### src/rtl/vga_pattern_controller.sv
// Colour/pattern source between the VGA timing generator and the DAC pins.
// next/prev step a 3-bit colour index with hold-to-repeat; mode_btn cycles four test patterns.
`timescale 1ns/1ps
module vga_pattern_controller #(
   parameter int unsigned COLOR_W       = 4,
   parameter int unsigned X_W           = 11,
   parameter int unsigned Y_W           = 11,
   parameter int unsigned BAR_SHIFT     = 6,
   parameter int unsigned CHECK_SHIFT   = 5,
   parameter int unsigned HOLD_CYCLES   = 25_000_000,
   parameter int unsigned REPEAT_CYCLES = 5_000_000
) (
   input  logic               CLK50MHZ,
   input  logic               RST_N,
   input  logic               next,
   input  logic               prev,
   input  logic               mode_btn,
   input  logic [X_W-1:0]     x,
   input  logic [Y_W-1:0]     y,
   input  logic               displaying,
   output logic [COLOR_W-1:0] VGA_R,
   output logic [COLOR_W-1:0] VGA_G,
   output logic [COLOR_W-1:0] VGA_B,
   output logic [2:0]         color_idx,
   output logic [1:0]         mode
);

   localparam int unsigned CNT_MAX = (HOLD_CYCLES > REPEAT_CYCLES) ? HOLD_CYCLES : REPEAT_CYCLES;
   localparam int unsigned CNT_W   = $clog2(CNT_MAX + 1);
   localparam logic [CNT_W-1:0] HOLD_LAST   = CNT_W'(HOLD_CYCLES - 1);
   localparam logic [CNT_W-1:0] REPEAT_LAST = CNT_W'(REPEAT_CYCLES - 1);

   typedef enum logic [1:0] {
      S_IDLE   = 2'd0,
      S_HOLD   = 2'd1,
      S_REPEAT = 2'd2
   } state_e;

   state_e             state_q, state_d;
   logic [CNT_W-1:0]   cnt_q, cnt_d;
   logic               dir_next_q, dir_next_d;
   logic               next_q, prev_q, mode_btn_q;
   logic [2:0]         color_idx_q, color_idx_d;
   logic [1:0]         mode_q, mode_d;
   logic [COLOR_W-1:0] vga_r_q, vga_r_d;
   logic [COLOR_W-1:0] vga_g_q, vga_g_d;
   logic [COLOR_W-1:0] vga_b_q, vga_b_d;

   logic       step_c;
   logic       step_up_c;
   logic       held_c;
   logic [2:0] vbar_c, hbar_c, pix_c;
   logic       unused_ok_c;

   // Button FSM: edge-triggered first step, then hold delay, then periodic repeat
   always_comb begin
      state_d    = state_q;
      cnt_d      = cnt_q;
      dir_next_d = dir_next_q;
      step_c     = 1'b0;
      step_up_c  = dir_next_q;
      held_c     = dir_next_q ? next : prev;

      if (next && prev) begin
         state_d = S_IDLE;
         cnt_d   = '0;
      end else begin
         case (state_q)
            S_IDLE: begin
               if (next && !next_q) begin
                  step_c     = 1'b1;
                  step_up_c  = 1'b1;
                  dir_next_d = 1'b1;
                  cnt_d      = '0;
                  state_d    = S_HOLD;
               end else if (prev && !prev_q) begin
                  step_c     = 1'b1;
                  step_up_c  = 1'b0;
                  dir_next_d = 1'b0;
                  cnt_d      = '0;
                  state_d    = S_HOLD;
               end
            end
            S_HOLD: begin
               if (!held_c) begin
                  cnt_d   = '0;
                  state_d = S_IDLE;
               end else if (cnt_q == HOLD_LAST) begin
                  step_c  = 1'b1;
                  cnt_d   = '0;
                  state_d = S_REPEAT;
               end else begin
                  cnt_d = cnt_q + CNT_W'(1);
               end
            end
            S_REPEAT: begin
               if (!held_c) begin
                  cnt_d   = '0;
                  state_d = S_IDLE;
               end else if (cnt_q == REPEAT_LAST) begin
                  step_c = 1'b1;
                  cnt_d  = '0;
               end else begin
                  cnt_d = cnt_q + CNT_W'(1);
               end
            end
            default: begin
               cnt_d   = '0;
               state_d = S_IDLE;
            end
         endcase
      end
   end

   // Colour index, mode and pixel colour for the registered output stage
   always_comb begin
      color_idx_d = color_idx_q;
      if (step_c) begin
         color_idx_d = step_up_c ? color_idx_q + 3'd1 : color_idx_q - 3'd1;
      end

      mode_d = (mode_btn && !mode_btn_q) ? mode_q + 2'd1 : mode_q;

      vbar_c = x[BAR_SHIFT+2 -: 3];
      hbar_c = y[BAR_SHIFT+2 -: 3];
      case (mode_q)
         2'd0:    pix_c = color_idx_q;
         2'd1:    pix_c = color_idx_q + vbar_c;
         2'd2:    pix_c = color_idx_q + hbar_c;
         default: pix_c = (x[CHECK_SHIFT] ^ y[CHECK_SHIFT]) ? ~color_idx_q : color_idx_q;
      endcase

      vga_r_d = {COLOR_W{displaying & pix_c[0]}};
      vga_g_d = {COLOR_W{displaying & pix_c[1]}};
      vga_b_d = {COLOR_W{displaying & pix_c[2]}};
   end

   always_ff @(posedge CLK50MHZ or negedge RST_N) begin
      if (!RST_N) begin
         state_q     <= S_IDLE;
         cnt_q       <= '0;
         dir_next_q  <= 1'b0;
         next_q      <= 1'b0;
         prev_q      <= 1'b0;
         mode_btn_q  <= 1'b0;
         color_idx_q <= 3'd1;
         mode_q      <= 2'd0;
         vga_r_q     <= '0;
         vga_g_q     <= '0;
         vga_b_q     <= '0;
      end else begin
         state_q     <= state_d;
         cnt_q       <= cnt_d;
         dir_next_q  <= dir_next_d;
         next_q      <= next;
         prev_q      <= prev;
         mode_btn_q  <= mode_btn;
         color_idx_q <= color_idx_d;
         mode_q      <= mode_d;
         vga_r_q     <= vga_r_d;
         vga_g_q     <= vga_g_d;
         vga_b_q     <= vga_b_d;
      end
   end

   // Only a few coordinate bits select bars/checkers
   assign unused_ok_c = ^{x, y};

   assign VGA_R     = vga_r_q;
   assign VGA_G     = vga_g_q;
   assign VGA_B     = vga_b_q;
   assign color_idx = color_idx_q;
   assign mode      = mode_q;

endmodule

### config.mk
export PLATFORM = sky130hd
export DESIGN_NAME = vga_pattern_controller
export DESIGN_NICKNAME = d
export VERILOG_FILES = /design/src/rtl/vga_pattern_controller.sv
export SDC_FILE = /design/constraint.sdc
export NUM_CORES = 1
export LEC_CHECK = 0
export ABC_CLOCK_PERIOD_IN_PS = 2500
export CAP_MARGIN = 25
export CORE_MARGIN = 2
export CORE_UTILIZATION = 35
export CTS_BUF_LIST = sky130_fd_sc_hd__clkbuf_2 sky130_fd_sc_hd__clkbuf_4 sky130_fd_sc_hd__clkbuf_8
export DETAILED_ROUTE_END_ITERATION = 7
export PLACE_DENSITY = 0.61
export SLEW_MARGIN = 20
export SYNTH_ARGS = -nofsm -noshare
export SYNTH_HDL_FRONTEND = slang
export SYNTH_SLANG_ARGS = --single-unit
export TNS_END_PERCENT = 20
### constraint.sdc
create_clock -name CLK50MHZ -period 2.5 [get_ports CLK50MHZ]
set_input_delay 0.75 -clock CLK50MHZ [delete_from_list [all_inputs] [get_ports CLK50MHZ]]
set_output_delay 0.75 -clock CLK50MHZ [all_outputs]
set_load 0.005 [all_outputs]
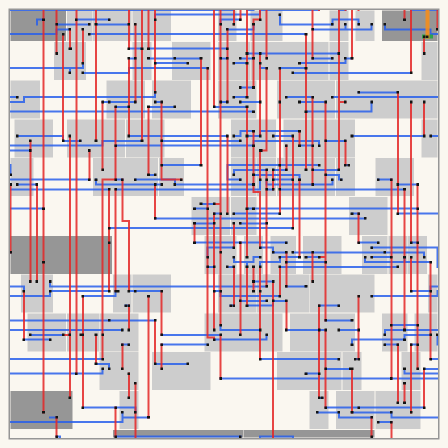
Fig. 1. A small window of the routed layout.
Region (31, 13) to (61, 43) um. Cells in gray, sequential cells in the stronger gray; small squares are vias.
green -> met3
orange -> met4
blue -> met1
red -> met2
cells with their middle in the window = 65
netlist names of flops here include = `cnt_q` (1)
sequential cells in the window = 1
most frequent = buf_4 (15), nand2_1 (6), nor2_1 (5)

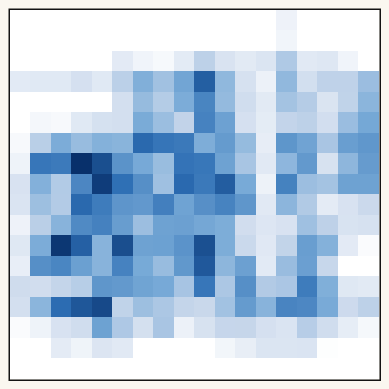
Fig. 2. Signal metal coverage by tile.
(4 px per um) 18 x 18 tiles, from white (low) to dark blue (high), scaled to the fullest tile. Values are wire area over tile area, all layers added.
emptiest ninth of the die = upper left
tiles over half the peak = 25%
mean over tiles = 0.13
DR WL/cell: 14.43 um
vias: 2,553
final wirelength: 6824 um
gr usage total: 16.96%

==> impl_metrics.csv <==
group,metric,value,unit
outcome,status,"finished clean",
worst_setup_path,slowest_stage,"or3b_2",
clock_tree,cts_sinks,39,
worst_setup_path,crit_family,"simple AND/OR/NAND/NOR gates",
clock_tree,clockBufferDepth,2,
cells_and_area,fillers,760,
synthesis,synth-edff-count,0,
clock_tree,clkTransAtPathRegs,0.08,ns
placement,hpwl,5055,um
synthesis,yosys.stat.seqShare,35.76,%
detailed_routing,via_per_inst,5.397,
worst_setup_path,critPathArrivalTime,2.64,ns
die,core,0.007647,mm^2
sta,fin_ws,0.02559,ns
clock_tree,cts_tree,"done",
die,die_h,92.36,um
synthesis,ys_area,0.002733,mm^2
synthesis,ys_async_sr_fraction,100.0,%
synthesis,avgSynthCellArea,8.513,um^2
global_routing,grt_pass1_vias,2425,
worst_setup_path,cp.required,2.67,ns
synthesis,most_common_cell,"nand2_1",
cells_and_area,nNetsFinal,409,
worst_setup_path,setup.worst_path.end_class,"flop",
placement,place_area,0.003321,mm^2
global_routing,antenna_found_initial,0,
synthesis,fp_nets,360,
detailed_routing,drtPass1Iterations,4,
synthesis,synthesis.area,0.002733,mm^2
die,fp-utilization,35.73,%
sta,tns,0,ns
synthesis,top_cell_area_share,34.80,%
cells_and_area,areaGrowthSynthToFinish,26.47,%
synthesis,numSynthFlops,39,
power_and_ir_drop,power_density,669.1,mW/mm^2
worst_setup_path,critPathBufInv,1,
worst_setup_path,crit_chain,"clkdlybuf4s50_1, or3b_2, a21boi_2, nor2_1, fa_2, nor3_2, o221ai_2, xnor2_1",
clock_tree,h-tree-depth,2,
synthesis,synthFlopType,"dfrtp_1",
die,io_pins,45,
sta,maxSlewViolCount,0,
cells_and_area,finish.utilization,45.19,%
power_and_ir_drop,peakVddDrop,0.2270,mV
synthesis,ys_cells,321,
synthesis,synth.distinct_cells,56,
min_path,min_path_type,"input port to asynchronous set/reset pin",
sta,min_period,2.474,ns
sta,setup_viol,0,
worst_setup_path,crit_fanout,2,
die,rows,32,
clock_tree,cts-root-buf,"clkbuf_8",
global_routing,overflow,0,
power_and_ir_drop,power.static_leakage,1.298,nW
flow_run,warnings,46,
sta,fin_hold_ws,0.4228,ns
die,chipArea,0.008530,mm^2
sta,fmax,404.1,MHz
detailed_routing,drtIter0Drc,163,
die,die_w,92.36,um
synthesis,common_cells,"nand2_1 (51), dfrtp_1 (38), o21ai_0 (33)",
sta,rsz0062_at_grt,"true",
detailed_routing,drcViolationCount,0,
cells_and_area,postLayoutCellArea,0.003456,mm^2
placement,pre_cts_slack,-0.4466,ns
flow_run,max_cap_viol_count,0,
worst_setup_path,slowest_delay,0.48,ns
clock_tree,hold_buffers,0,
placement,gp_congestion,0.8414,
sta,fin_crit_sh,98.98,%
synthesis,synthCells,321,
detailed_routing,drtAntennaViolNets,0,
synthesis,yosysWarnings,0,
clock_tree,cts_buffers,5,
sta,slew_headroom,59.42,%
placement,portBuffers,30,
global_routing,grt_pass1_wl,11850,um
worst_setup_path,cp-start-kind,"input port",
sta,hold_viol,0,
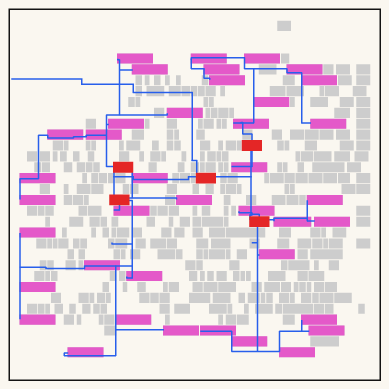
Fig. 3. Clock distribution.
(4 px per um)
blue -> clock wires  # length 578 um
magenta -> flip-flops  # count 39
red -> cells driving clock nets  # count 5
flops lie = all over the die
Clock net power: 0.434 mW
clock share of power: 18.8%
Late-Pin Clk Latency: 0.29 ns
Worst Clk Skew: 0.008377 ns

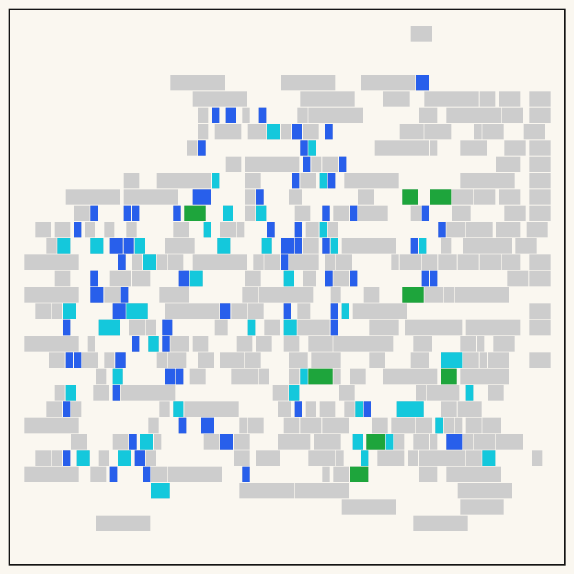
Fig. 4. Gate-type map.
(6 px per um)
cyan -> NOR gates  # cells 43
blue -> NAND gates  # cells 69
green -> AND-OR and OR-AND gates  # cells 8
combinational share of cell area: 46.92%
Cell Count, Final, Fillers Out: 473
most frequent logic cell in the layout: nand2_1

==> layout make-up <==
type / count / area, um^2 / area share (%)
clock buffers: 7 / 83.83 / 2.426
clock inverters: 1 / 5.005 / 0.1448
inverters: 15 / 56.30 / 1.629
multi-input cells: 243 / 1622 / 46.92
flip-flops and latches: 39 / 977.2 / 28.28
well taps: 102 / 127.6 / 3.693
repair buffers: 66 / 584.3 / 16.91
==> cell usage in the layout (no fill, tap or decap), drive strengths merged, types with 3 or more instances in the layout <==
cell	synthesis	routed
nor4	9	9
buf	11	37
mux2	4	4
a21oi	7	7
o221ai	3	3
nand3	9	9
mux2i	4	4
nand4	5	5
o211ai	21	21
o31ai	6	6
clkbuf	13	7
dfrtp	38	38
clkdlybuf4s50	0	28
ha	9	9
or3	4	4
inv	15	15
nand2	51	51
nor3	12	12
xnor2	6	6
nor2b	3	3
nor2	15	15
or4	4	4
o21ai	34	34
==> where the power goes <==
| part | internal, mW | total [mW] | switching [mW] |
|---|---|---|---|
| clock | 0.218 | 0.434 | 0.216 |
| combinational | 0.577 | 1.07 | 0.489 |
| sequential | 0.716 | 0.812 | 0.0958 |
| total | 1.51 | 2.31 | 0.801 |
==> worst paths after layout <==
check | end | slack, ns | startpoint | cells past startpoint
min in group CLK50MHZ | cnt_q[1]$_DFFE_PN0P_ | 0.51 | cnt_q[1]$_DFFE_PN0P_ | 2
worst max-delay path | color_idx[2]$_DFFE_PN0P_ | 0.03 | next | 8
worst min register to register | cnt_q[1]$_DFFE_PN0P_ | 0.51 | cnt_q[1]$_DFFE_PN0P_ | 2
worst min-delay path | cnt_q[24]$_DFFE_PN0P_ | 0.42 | RST_N | 1
worst max register to register | color_idx[1]$_DFFE_PN0P_ | 0.20 | cnt_q[16]$_DFFE_PN0P_ | 5
max in group asynchronous | color_idx[0]$_DFFE_PN1P_ | 1.51 | RST_N | 2
==> routing by layer <==
layer  wire, um  track usage [%]  part of all wire [%]  up-vias
li1           -                -                     -     1275
met1       3248            22.78                    48     1213
met2       3224            28.71                    47       60
met3        317            3.255                   4.6        5
met4         34            3.109                  0.50        0
met5          0                0                     0        -
==> repair_timing <==
action,CTS,global route
endpoints found under the setup margin,1,11
setup buffers,1,1
hold endpoints to repair,0,0
resized,4,6
pin swaps,2,2
==> metrics by stage <==
stage	instances	power, mW
5_1_grt	473	2.493
3_3_place_gp	463	1.843
2_1_floorplan	321	1.436
3_5_place_dp	463	1.866
6_report	473	2.312
4_1_cts	472	2.340
==> state kept, by name (all words and copies together), names as in the netlist <==
name        count
prev_q          1
VGA_B           1
VGA_G           1
mode_btn_q      1
dir_next_q      1
next_q          1
state_q         2
VGA_R           1
mode            2
color_idx       3
cnt_q          25
==> cell families (layout without fill, tap and decap cells) <==
group	count (synthesis)	count (layout)	share of synthesized area (%)
and+or+nand+nor	128	128	24.36
DFF	39	39	35.76
muxes	8	8	3.113
xor gates and xnor gates	8	8	2.564
AOI/OAI and AO/OA	88	88	21.93
adders and majority gates	11	11	5.586
buffers and inverters	39	89	6.685
Power is estimated from default activity; no workload was simulated.
